Fig. 1: run 1, signal wires by layer
Scale bar: 20 um. Two of the layers only.
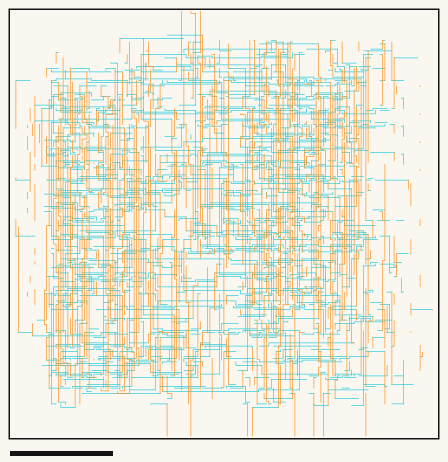
Fig. 2: run 1, clock nets
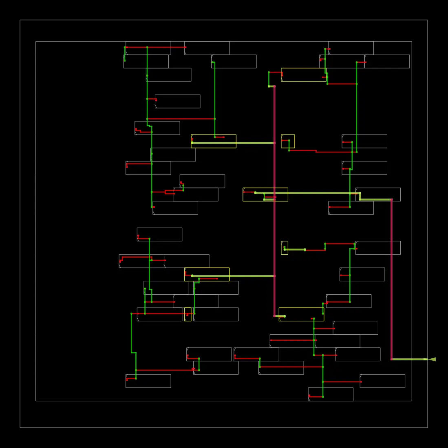
Fig. 3: run 1, signal wires on met2
Scale bar: 20 um.
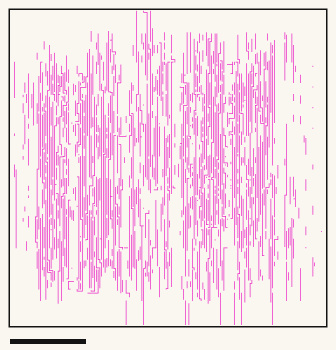
## config.mk

```make
export PLATFORM = sky130hd
export DESIGN_NAME = pipe_shifter_flat
export DESIGN_NICKNAME = d
export VERILOG_FILES = /design/src/rtl/pipe_shifter_if.sv /design/src/rtl/pipe_shifter.sv /design/src/flat_wrapper.sv
export SDC_FILE = /design/constraint.sdc
export NUM_CORES = 1
export LEC_CHECK = 0
export CORE_MARGIN = 3
export CORE_UTILIZATION = 56
export CTS_BUF_LIST = sky130_fd_sc_hd__clkbuf_16
export DETAILED_ROUTE_END_ITERATION = 10
export GPL_TIMING_DRIVEN = 0
export PLACE_DENSITY = 0.92
export SLEW_MARGIN = 20
export SYNTH_ARGS = -nofsm -noshare
export SYNTH_HDL_FRONTEND = slang
export SYNTH_SLANG_ARGS = --single-unit
export TNS_END_PERCENT = 20
```

## constraint.sdc

```tcl
create_clock -name clk -period 2.2 [get_ports clk]
set_input_delay 0.44 -clock clk [delete_from_list [all_inputs] [get_ports clk]]
set_output_delay 0.44 -clock clk [all_outputs]
set_load 0.01 [all_outputs]
```

## src/rtl/pipe_shifter_if.sv

```systemverilog
// Operand/result bundle for pipe_shifter.
//   master : drives the operand and out_rdy, observes in_rdy and the result.
//   slave  : the shifter itself.
//   in_vld/in_rdy/in_data/in_shamt/in_mode : operand channel.
//   out_vld/out_rdy/out_data/out_carry/out_zero : result channel.
interface pipe_shifter_if #(
  parameter int unsigned WIDTH = 16
) ();
  localparam int unsigned SW = $clog2(WIDTH);

  logic             in_vld;
  logic             in_rdy;
  logic [WIDTH-1:0] in_data;
  logic [SW-1:0]    in_shamt;
  logic [1:0]       in_mode;
  logic             out_vld;
  logic             out_rdy;
  logic [WIDTH-1:0] out_data;
  logic             out_carry;
  logic             out_zero;

  modport master (
    output in_vld, in_data, in_shamt, in_mode, out_rdy,
    input  in_rdy, out_vld, out_data, out_carry, out_zero
  );

  modport slave (
    input  in_vld, in_data, in_shamt, in_mode, out_rdy,
    output in_rdy, out_vld, out_data, out_carry, out_zero
  );
endinterface

```

## src/rtl/pipe_shifter.sv

```systemverilog
// Pipelined barrel shifter (SLL / SRL / SRA / ROR) with valid/ready flow control.
// The log2(WIDTH) shift levels are spread over PIPE register stages; latency is PIPE.
//   clk  : clock, rising edge.
//   rst  : asynchronous active-high reset, clears every stage.
//   bus  : pipe_shifter_if slave (operand in, result + carry/zero flags out).
module pipe_shifter #(
  parameter int unsigned WIDTH = 16,
  parameter int unsigned PIPE  = 2
) (
  input logic           clk,
  input logic           rst,
  pipe_shifter_if.slave bus
);
  localparam int unsigned SW   = $clog2(WIDTH);
  // The last stage never needs shamt/mode, so only the inner stages keep them.
  localparam int unsigned NMID = (PIPE > 1) ? PIPE - 1 : 1;

  localparam logic [1:0] MODE_SLL = 2'b00;
  localparam logic [1:0] MODE_SRL = 2'b01;
  localparam logic [1:0] MODE_SRA = 2'b10;
  localparam logic [1:0] MODE_ROR = 2'b11;

  logic [PIPE-1:0]  vld_q;
  logic [WIDTH-1:0] data_q  [PIPE];
  logic [PIPE-1:0]  carry_q;
  logic [SW-1:0]    shamt_q [NMID];
  logic [1:0]       mode_q  [NMID];
  logic             zero_q;

  logic [PIPE-1:0]  vld_d;
  logic [WIDTH-1:0] data_d  [PIPE];
  logic [PIPE-1:0]  carry_d;
  logic [SW-1:0]    shamt_d [NMID];
  logic [1:0]       mode_d  [NMID];

  logic [PIPE:0]    ld_c;

  // Load chain: a stage loads when it is empty or its successor loads this cycle.
  always_comb begin
    ld_c       = '0;
    ld_c[PIPE] = bus.out_rdy;
    for (int k = int'(PIPE) - 1; k >= 0; k--) begin
      ld_c[k] = ~vld_q[k] | ld_c[k+1];
    end
  end

  // Per-stage shift levels; level i lives in stage (i*PIPE)/SW.
  always_comb begin : p_levels
    logic             v;
    logic [WIDTH-1:0] d;
    logic [WIDTH-1:0] tmp;
    logic [SW-1:0]    s;
    logic [SW-1:0]    s_sh;
    logic [1:0]       m;
    logic             c;
    int               n;

    vld_d   = '0;
    carry_d = '0;
    for (int k = 0; k < int'(PIPE); k++) begin
      data_d[k] = '0;
    end
    for (int k = 0; k < int'(NMID); k++) begin
      shamt_d[k] = '0;
      mode_d[k]  = '0;
    end
    v    = 1'b0;
    d    = '0;
    tmp  = '0;
    s    = '0;
    s_sh = '0;
    m    = '0;
    c    = 1'b0;
    n    = 0;

    for (int k = 0; k < int'(PIPE); k++) begin
      if (k == 0) begin
        v = bus.in_vld;
        d = bus.in_data;
        s = bus.in_shamt;
        m = bus.in_mode;
        c = 1'b0;
      end else begin
        v = vld_q[k-1];
        d = data_q[k-1];
        s = shamt_q[k-1];
        m = mode_q[k-1];
        c = carry_q[k-1];
      end

      for (int i = 0; i < int'(SW); i++) begin
        n    = 1 << i;
        s_sh = s >> i;
        if (((i * int'(PIPE)) / int'(SW)) == k && s_sh[0]) begin
          // Each applied level overwrites carry with the last bit it pushes out,
          // so after all levels carry is the last bit out of the total shift.
          case (m)
            MODE_SLL: begin
              tmp = d >> (WIDTH - n);
              c   = tmp[0];
              d   = d << n;
            end
            MODE_SRL: begin
              tmp = d >> (n - 1);
              c   = tmp[0];
              d   = d >> n;
            end
            MODE_SRA: begin
              // Arithmetic shifts preserve the MSB, so it still holds the operand sign.
              tmp = d >> (n - 1);
              c   = tmp[0];
              d   = WIDTH'($signed(d) >>> n);
            end
            MODE_ROR: begin
              tmp = d >> (n - 1);
              c   = tmp[0];
              d   = (d >> n) | (d << (WIDTH - n));
            end
            default: ;
          endcase
        end
      end

      vld_d[k]   = v;
      data_d[k]  = d;
      carry_d[k] = c;
      if (k < int'(PIPE) - 1) begin
        shamt_d[k] = s;
        mode_d[k]  = m;
      end
    end
  end

  // Stage registers; a stage that does not load holds every field.
  always_ff @(posedge clk or posedge rst) begin
    if (rst) begin
      vld_q   <= '0;
      carry_q <= '0;
      zero_q  <= 1'b0;
      for (int k = 0; k < int'(PIPE); k++) begin
        data_q[k] <= '0;
      end
      for (int k = 0; k < int'(NMID); k++) begin
        shamt_q[k] <= '0;
        mode_q[k]  <= '0;
      end
    end else begin
      for (int k = 0; k < int'(PIPE); k++) begin
        if (ld_c[k]) begin
          vld_q[k]   <= vld_d[k];
          data_q[k]  <= data_d[k];
          carry_q[k] <= carry_d[k];
          if (k < int'(PIPE) - 1) begin
            shamt_q[k] <= shamt_d[k];
            mode_q[k]  <= mode_d[k];
          end
        end
      end
      if (ld_c[PIPE-1]) begin
        zero_q <= (data_d[PIPE-1] == '0);
      end
    end
  end

  assign bus.in_rdy    = ld_c[0];
  assign bus.out_vld   = vld_q[PIPE-1];
  assign bus.out_data  = data_q[PIPE-1];
  assign bus.out_carry = carry_q[PIPE-1];
  assign bus.out_zero  = zero_q;
endmodule

```

## src/flat_wrapper.sv

```systemverilog
// flat-port wrapper written by rule: the top's interface ports become plain ports
module pipe_shifter_flat 
#(
  parameter int unsigned WIDTH = 16,
  parameter int unsigned PIPE  = 2
)
  (clk, rst, bus_in_vld, bus_in_data, bus_in_shamt, bus_in_mode, bus_out_rdy, bus_in_rdy, bus_out_vld, bus_out_data, bus_out_carry, bus_out_zero);
  pipe_shifter_if #(.WIDTH(WIDTH)) bus_i ();
  input logic clk;
  input logic rst;
  input wire logic [$bits(bus_i.in_vld)-1:0] bus_in_vld;
  input wire logic [$bits(bus_i.in_data)-1:0] bus_in_data;
  input wire logic [$bits(bus_i.in_shamt)-1:0] bus_in_shamt;
  input wire logic [$bits(bus_i.in_mode)-1:0] bus_in_mode;
  input wire logic [$bits(bus_i.out_rdy)-1:0] bus_out_rdy;
  output wire logic [$bits(bus_i.in_rdy)-1:0] bus_in_rdy;
  output wire logic [$bits(bus_i.out_vld)-1:0] bus_out_vld;
  output wire logic [$bits(bus_i.out_data)-1:0] bus_out_data;
  output wire logic [$bits(bus_i.out_carry)-1:0] bus_out_carry;
  output wire logic [$bits(bus_i.out_zero)-1:0] bus_out_zero;
  assign bus_i.in_vld = bus_in_vld;
  assign bus_i.in_data = bus_in_data;
  assign bus_i.in_shamt = bus_in_shamt;
  assign bus_i.in_mode = bus_in_mode;
  assign bus_i.out_rdy = bus_out_rdy;
  assign bus_in_rdy = bus_i.in_rdy;
  assign bus_out_vld = bus_i.out_vld;
  assign bus_out_data = bus_i.out_data;
  assign bus_out_carry = bus_i.out_carry;
  assign bus_out_zero = bus_i.out_zero;
  pipe_shifter #(.WIDTH(WIDTH), .PIPE(PIPE)) u_core (.clk(clk), .rst(rst), .bus(bus_i));
endmodule
```

==> metrics.yaml, run 1 <==
sta:
  timing.hold.ws_ns: 0.4756
  final_max_slew_viol_count: 0
  fmax_mhz: 464.2
  final.min_clock_period_ns: 2.154
  finalCritPeriodShare_pct: 97.93
  rsz0062_at_grt: "true"
  max_slew.worst_pin.slew_ns: 0.5824
synthesis:
  muxShareOfSynthArea_pct: 9.506
  syn_area_sq_um: 3343
  top_area_cell_share_pct: 30.69
  yosysWarningCount: 0
  synth-compound-area-share_pct: 28.18
  ys_cells: 425
  synthDistinctLibCells: 53
  synth-adder-area-share_pct: 0
  netlist_top_cells_area: "sky130_fd_sc_hd__dfrtp_1, sky130_fd_sc_hd__mux2i_1, sky130_fd_sc_hd__a21oi_1, sky130_fd_sc_hd__nand2_1, sky130_fd_sc_hd__nor2_1"
  ys_sh_xor_pct: 0.5240
  postSynthSeqShare_pct: 30.69
  ys_chip_area_sq_um: 3343
  synth.net_count: 451
  ys_seq_elements: 41
  post-synth-top-area-cell: "sky130_fd_sc_hd__dfrtp_1"
  simple_gate_share_of_the_synthesized_area_pct: 20.88
  synth-edff-count: 0
pwr:
  vdd.ir_drop.worst_uv: 393.5
clocking:
  htreeDepth: 2
  clock_input_transition_at_the_sequential_cells_of_the_worst_setup_and_hold_paths_ns: 0.06
  cts_buf_count: 5
  max-clock-path-buffers: 2
  cts_tree: "done"
placed_design:
  detailed_placer_s_ending_hpwl_um: 7357
  area_after_dpl_sq_um: 3881
  place_ws_ns: -1.022
  dp.cells: 540
global_route:
  grt-busiest-layer: "met2"
  grt_overflow: 0
  grt_util_met1_pct: 32.23
  grt_pass1_wl_um: 16220
  via_count_of_the_first_global_routing_pass: 3379
  grt_max_degree: 23
  grt_met3_usage_pct: 4.067
  antenna_found_initial: 0
route:
  via_per_inst: 6.311
  drtAntennaViolNets: 0
  drt_drc_violations_left: 0
  drtIter0Drc: 417
setup_path:
  worst-path-max-fanout: 3
  worstPathCellList: "clkdlybuf4s50_1 > or3b_2 > a31oi_1 > a21o_1 > a21oi_1 > o21ai_0"
  critPathRequiredTime_ns: 2.40
  end_kind: "flip-flop"
  worst_path_max_delay_cell: "sky130_fd_sc_hd__clkdlybuf4s50_1"
finish:
  most-common-layout-cells: "sky130_fd_sc_hd__nand2_1, sky130_fd_sc_hd__a21oi_1, sky130_fd_sc_hd__nor2_1, sky130_fd_sc_hd__dfrtp_1, sky130_fd_sc_hd__clkdlybuf4s50_1"
  finalCoreUtilization_pct: 74.10
  final_nets: 510
  synthToLayoutAreaGrowth_pct: 25.04
  layout.cells.non_filler: 557
  n_antenna_cell: 0
run:
  openroad.warnings: 27
  max_cap_viol_count: 0
floorplan:
  die.size.y_um: 83.27
  core_sq_um: 5642
  floorplanUtilization_pct: 59.26
  dieArea_sq_um: 6933
  die_width_um: 83.27
  placementRows: 27
status:
  run_status: "finished, final reports clean"
-- Fig. 1 (at the start) --
colour	layer	wire length
orange	metal 2	5130 um
cyan	metal 1	3820 um
all-layer global routing usage: 28.26%
Via Count: 3515
average routed wire per standard cell: 17.71 um
Total Wirelength: 9867 um

-- Fig. 2 (at the start) --
Num Clock Sinks: 41
clk pwr: 711 uW
clk_skew: 0.004349 ns
number of sequential storage elements: 41

-- Fig. 3 (at the start) --
nets with wire on the layer	426
wire length on this layer	5130 um
main direction	vertical
met2 capacity usage during global routing: 52.48%

[run 1: power breakdown]
part / internal [mW] / total, mW / switching, mW
registers: 0.888 / 1.02 / 0.134
logic: 0.601 / 1.23 / 0.628
clock network: 0.412 / 0.711 / 0.299
total: 1.90 / 2.96 / 1.06
[run 1: final cells by class]
cell class              count  area (sq um)
inverters                   9         37.54
well taps                  72         90.09
fillers                   452          1461
clock buffers               5         125.1
flip-flops and latches     41          1026
plain buffers              55         331.6
repair buffers             52         520.5
clock inverters             3         15.01
multi-input cells         320          2034
[run 1: metal layers]
metal | vias up | routed length (um)
li1 | 1653 | -
met1 | 1662 | 3820
met2 | 173 | 5134
met3 | 27 | 625
met4 | 0 | 287
met5 | - | 0
[run 1: worst paths after layout]
path,startpoint,to,slack (ns),cells after the start
setup / recovery,bus_in_data[10],u_core.data_q[25],0.05,6
hold / removal,u_core.bus.out_data[12],u_core.bus.out_data[12],0.48,2
setup reg to reg,u_core.mode_q[1],u_core.bus.out_zero,0.14,8
hold reg to reg,u_core.bus.out_data[12],u_core.bus.out_data[12],0.48,2
max in group asynchronous,rst,u_core.carry_q[1],1.24,3
min in group asynchronous,rst,u_core.data_q[25],0.50,2
[run 1: worst max-delay path: cells and delay by family]
kind | cells | cell delay [ns]
AND-OR/OR-AND | 4 | 0.88
buffers and inverters | 1 | 0.57
AND/OR/NAND/NOR | 1 | 0.46
[run 1: repair_timing]
action                                  in CTS  in global routing
pin swaps                                    1                  1
setup buffers                                8                  1
resized                                     13                 19
endpoints found under the setup margin       2                  9
hold buffers                                 0                  0
[run 1: registers in the layout (all words and copies together) (netlist names)]
signal and cells:
u_core.bus.out_data 16, u_core.carry_q 2, u_core.mode_q 2, u_core.data_q 16, u_core.p_levels.s 2, u_core.bus.out_zero 1
u_core.vld_q 2
Fig. 4: run 1, floorplan with the power grid
Scale bar: 20 um. Pins as bars on the die edge.
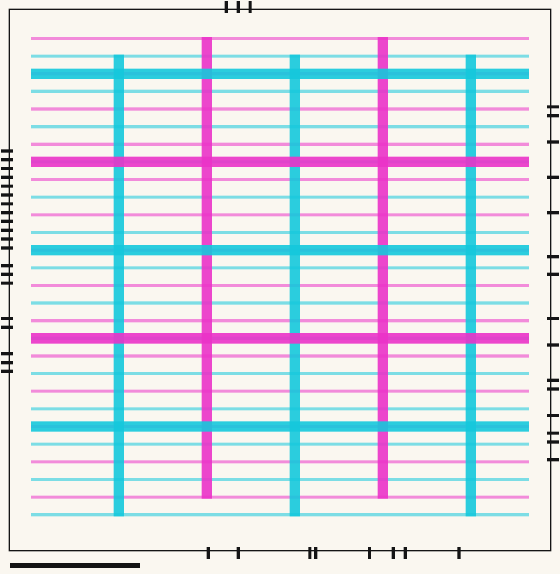

==> run 2: changes to the inputs <==
--- a/config.mk
+++ b/config.mk
@@ -5,9 +5,10 @@
 export SDC_FILE = /design/constraint.sdc
 export NUM_CORES = 1
 export LEC_CHECK = 0
-export CORE_MARGIN = 3
+export CORE_MARGIN = 5
 export CORE_UTILIZATION = 56
 export CTS_BUF_LIST = sky130_fd_sc_hd__clkbuf_16
+export CTS_CLUSTER_SIZE = 28
 export DETAILED_ROUTE_END_ITERATION = 10
 export GPL_TIMING_DRIVEN = 0
 export PLACE_DENSITY = 0.92
Fig. 5: run 2, floorplan with the power grid
Scale bar: 20 um. Pins as bars on the die edge.
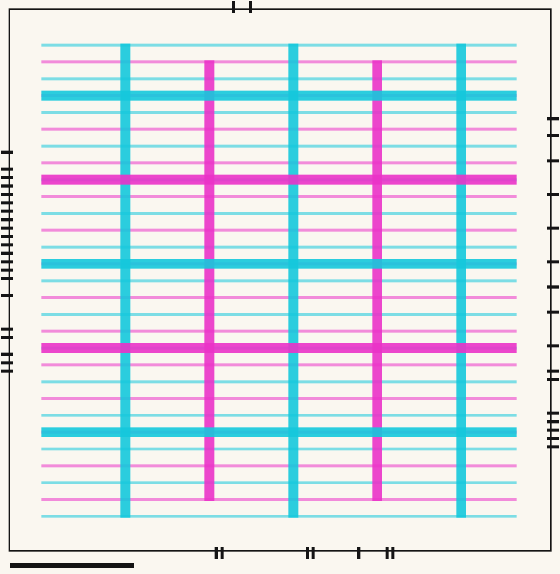
colour	net
magenta	VDD
cyan	VSS
met1 rails	29
met5 straps	5
signal pins	46
rows	28
Worst VDD drop: 463.6 uV
height of the die: 87.27 um
area of the core region: 5851 sq um

Fig. 6: run 2, signal wires on met3
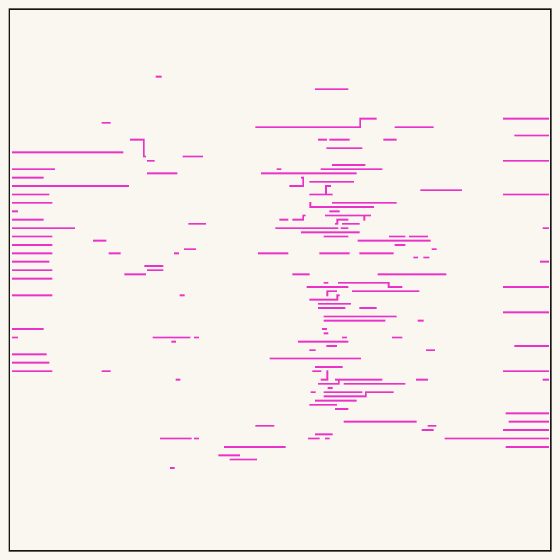
nets with wire on the layer	103
longest straight run	18.6 um
share of all routed wire	6.8%
wire length on this layer	685 um
main direction	horizontal
Total Wirelength: 10040 um
GRT met3 Usage: 3.879%
Via Count: 3564

==> run 2 against run 1 <==
Effect of this change: sequential share of layout area about the same; final area up 0.12%; worst setup slack worse by 0.038 ns; maximum frequency down 1.7%; non-clock buffer count unchanged; sequential power about the same; largest cell class unchanged; global-route usage down 1.5 points; sequential cell count unchanged; critical endpoint is now bus_in_rdy; clock power up 3.5%; utilization down 2.6 points.
==> metrics.yaml, run 2 <==
route:
  drtIter0Drc: 447
  drt_drc_violations_left: 0
sta:
  timing.hold.ws_ns: 0.4657
finish:
  synthToLayoutAreaGrowth_pct: 25.19
  final_nets: 510
  n_antenna_cell: 0
  multiInputGateArea_sq_um: 2039
  fillCellCount: 490
synthesis:
  yosysWarningCount: 0
  ys_chip_area_sq_um: 3343
  post-synth-top-area-cell: "sky130_fd_sc_hd__dfrtp_1"
  netlist_top_cells_area: "sky130_fd_sc_hd__dfrtp_1, sky130_fd_sc_hd__mux2i_1, sky130_fd_sc_hd__a21oi_1, sky130_fd_sc_hd__nand2_1, sky130_fd_sc_hd__nor2_1"
  synth.net_count: 451
placed_design:
  detailed_placer_s_ending_hpwl_um: 7574
  place_ws_ns: -1.046
  dp.cells: 543
setup_path:
  worstPathCellList: "clkdlybuf4s50_1 > nor2b_1 > buf_4 > and2_4 > buf_6 > clkinvlp_4 > clkbuf_8 > buf_2"
  worst-path-max-fanout: 2
global_route:
  grt_overflow: 0
  antenna_found_initial: 0
  globalRouteMet2Util_pct: 48.08
  grt-busiest-layer: "met2"
  groute.usage.overall_pct: 26.76
clocking:
  htreeDepth: 2
pwr:
  top_power_group: "combinational logic"
  clkPwrFrac_pct: 24.6
  netSwitchingFraction_pct: 36.23
  power_switching_mw: 1.086
  p_comb_share_pct: 41.2
  flip_flop_and_latch_power_mw: 1.03
  power.share.sequential_pct: 34.2
run:
  openroad.warnings: 28
  max_cap_viol_count: 0
floorplan:
  placementRows: 28
status:
  run_status: "finished, final reports clean"
[run 2: cell counts after synthesis]
Identical to the previous run, type by type.
[run 2: layer usage]
| metal | routed length, um | share of wire [%] |
|---|---|---|
| met1 | 3735 | 37 |
| met2 | 5062 | 50 |
| met3 | 685 | 6.8 |
| met4 | 552 | 5.5 |
| met5 | 0 | 0 |
[run 2: layout make-up]
class / count / share of cell area, %
Buffer: 55 / 7.833
Inverter: 9 / 0.8969
Clock buffer: 5 / 2.990
Tap cell: 75 / 2.242
Clock inverter: 3 / 0.5082
Sequential cell: 41 / 24.51
Timing Repair Buffer: 52 / 12.29
Multi-Input combinational cell: 320 / 48.73
[run 2: critical path: cells and delay by family]
family	cells	cell delay, ns
buffers and inverters	6	1.04
and+or+nand+nor	2	0.27
[run 2: logic make-up (layout without fill, tap and decap cells)]
kind of cell	after synthesis	count (layout)	synth area share, %
and+or+nand+nor	145	145	20.88
AOI/OAI and AO/OA	142	142	28.18
buffers and inverters	64	124	10.22
DFF	41	41	30.69
muxes	31	31	9.506
xor gates and xnor gates	2	2	0.5240
[run 2: worst paths after layout]
kind | from | end | slack [ns] | cells past startpoint
worst max-delay path | bus_out_rdy | bus_in_rdy | 0.008 | 8
worst min-delay path | rst | u_core.data_q[19] | 0.47 | 2
worst max register to register | u_core.p_levels.s[2] | u_core.bus.out_zero | 0.15 | 7
worst min register to register | u_core.bus.out_data[15] | u_core.bus.out_data[15] | 0.48 | 2
max in group asynchronous | rst | u_core.bus.out_data[9] | 1.28 | 3
min in group clk | bus_in_mode[0] | u_core.mode_q[0] | 0.47 | 3
[run 2: timing repair]
item	in CTS	in global routing
endpoints found under the setup margin	2	11
pin swaps	0	1
resized	12	15
buffers inserted	4	5
hold buffers	0	0
==> run 3: changes to the inputs <==
--- a/config.mk
+++ b/config.mk
@@ -6,10 +6,11 @@
 export NUM_CORES = 1
 export LEC_CHECK = 0
 export CORE_MARGIN = 5
-export CORE_UTILIZATION = 56
+export CORE_UTILIZATION = 65
 export CTS_BUF_LIST = sky130_fd_sc_hd__clkbuf_16
 export CTS_CLUSTER_SIZE = 28
 export DETAILED_ROUTE_END_ITERATION = 10
+export DONT_BUFFER_PORTS = 1
 export GPL_TIMING_DRIVEN = 0
 export PLACE_DENSITY = 0.92
 export SLEW_MARGIN = 20
Fig. 7: run 3, floorplan with the power grid
Scale bar: 20 um. Pins as bars on the die edge.
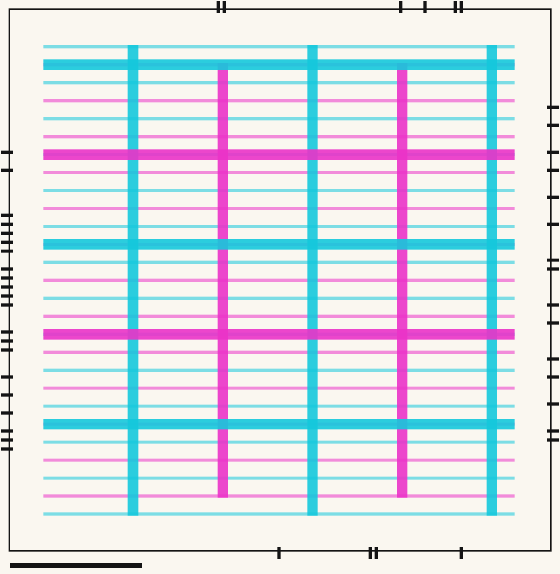
colour	net
magenta	VDD
cyan	VSS
signal pins	46
met1 rails	27
met5 straps	5
met4 straps	5
rows	26
height of the die: 81.72 um
area of the core region: 5042 sq um

==> run 3 against run 2 <==
Effect of this change: synthesized cell count unchanged; critical path depth down 2; sequential share of layout area grew 3.7 points; cell count decreased by 9.8%; area after synthesis stayed put; clock power is 6.4% lower; total power decreased by 9.2%; via count down 7.6%; first-iteration DRC count fell by 36%; critical path type is now flip-flop to primary output; critical endpoint unchanged; highest routed layer unchanged.
==> metrics.yaml, run 3 <==
route:
  drtAntennaViolNets: 0
  drtIter0Drc: 288
  drt_drc_violations_left: 0
global_route:
  grt_util_met1_pct: 35.50
  grt_max_degree: 24
  grt_met3_usage_pct: 5.154
  antenna_found_initial: 0
  groute.usage.overall_pct: 30.53
pwr:
  p_comb_share_pct: 37.1
  vdd.ir_drop.worst_uv: 378.1
  top_power_group: "sequential cells"
  netSwitchingFraction_pct: 36.77
  pg_clk_uw: 689
  clkPwrFrac_pct: 25.3
synthesis:
  top_area_cell_share_pct: 30.69
  ys_sh_xor_pct: 0.5240
  synth-edff-count: 0
  synth-adder-area-share_pct: 0
  syn_area_sq_um: 3343
  post-synth-top-area-cell: "sky130_fd_sc_hd__dfrtp_1"
  post_synth_main_logic_family: "AND-OR/OR-AND gates"
  postSynthSeqShare_pct: 30.69
  ys_cells: 425
  synth.net_count: 451
setup_path:
  number_of_buffer_and_inverter_instances_along_the_worst_setup_path: 4
  reg2regPathDepth: 7
  worst_r2r_endpoint: "u_core.bus.out_zero"
  cpLargestDelayFamily: "buffers and inverters"
  worst-path-max-fanout: 10
sta:
  fmax_mhz: 478.1
  finClkSkew_ns: 0.002401
  timing.hold.ws_ns: 0.03448
clocking:
  num_clock_sinks: 41
  clock_input_transition_at_the_sequential_cells_of_the_worst_setup_and_hold_paths_ns: 0.05
run:
  max_cap_viol_count: 0
floorplan:
  dieArea_sq_um: 6677
  placementRows: 26
placed_design:
  detailed_placer_s_ending_hpwl_um: 7430
  place_ws_ns: -0.1347
status:
  run_status: "finished, final reports clean"
finish:
  final_nets: 460
Fig. 8: run 3, signal wires on met2
Scale bar: 20 um.
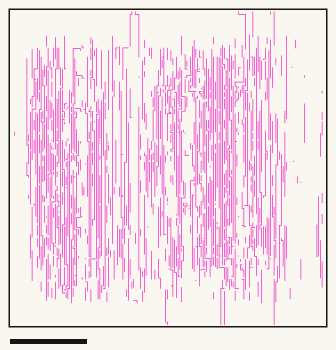
nets with wire on the layer	370
share of all routed wire	50%
met2 capacity usage during global routing: 53.66%
Total Wirelength: 9646 um
Via Count: 3293

[run 3: cell count changes in the layout (fill, tap and decap cells not counted), sizes merged]
cell,change
clkbuf,+1
clkinvlp,-1
buf,-10
inv,-1
clkinv,+2
clkdlybuf4s50,-41
[run 3: area by class of cell]
| cell class | instances | area, sq um |
|---|---|---|
| multi-input cells | 320 | 1994 |
| fillers | 416 | 1404 |
| flip-flops and latches | 41 | 1026 |
| plain buffers | 55 | 320.3 |
| clock buffers | 5 | 125.1 |
| well taps | 70 | 87.58 |
| inverters | 9 | 37.54 |
| repair buffers | 2 | 35.03 |
| clock inverters | 3 | 12.51 |
[run 3: worst register-to-register path: stages, from the launching register on]
cell and delay, ns:
sky130_fd_sc_hd__dfrtp_1 0.45, sky130_fd_sc_hd__buf_2 0.26, sky130_fd_sc_hd__buf_2 0.27, sky130_fd_sc_hd__buf_2 0.27, sky130_fd_sc_hd__a31oi_1 0.14, sky130_fd_sc_hd__o32ai_1 0.30, sky130_fd_sc_hd__nand4_1 0.17, sky130_fd_sc_hd__o21ai_1 0.16
[run 3: logic make-up (layout without fill, tap and decap cells)]
kind of cell           after synthesis  after routing
AND/OR/NAND/NOR                    145            145
AND-OR/OR-AND                      142            142
buffers and inverters               64             74
flip-flops                          41             41
multiplexers                        31             31
XOR/XNOR                             2              2
[run 3: metal layers]
layer / part of all wire [%] / vias to the layer above / wire (um)
met5: 0 / - / 0
met4: 3.6 / 0 / 352
met3: 7.8 / 42 / 754
met2: 50 / 201 / 4775
met1: 39 / 1502 / 3763
li1: - / 1548 / -
[run 3: timing repair]
item,in CTS,in global routing
buffers inserted,1,0
hold buffers,0,0
setup endpoints to repair,3,2
resized,5,8
hold endpoints to repair,0,0
Power is estimated from default activity; no workload was simulated.
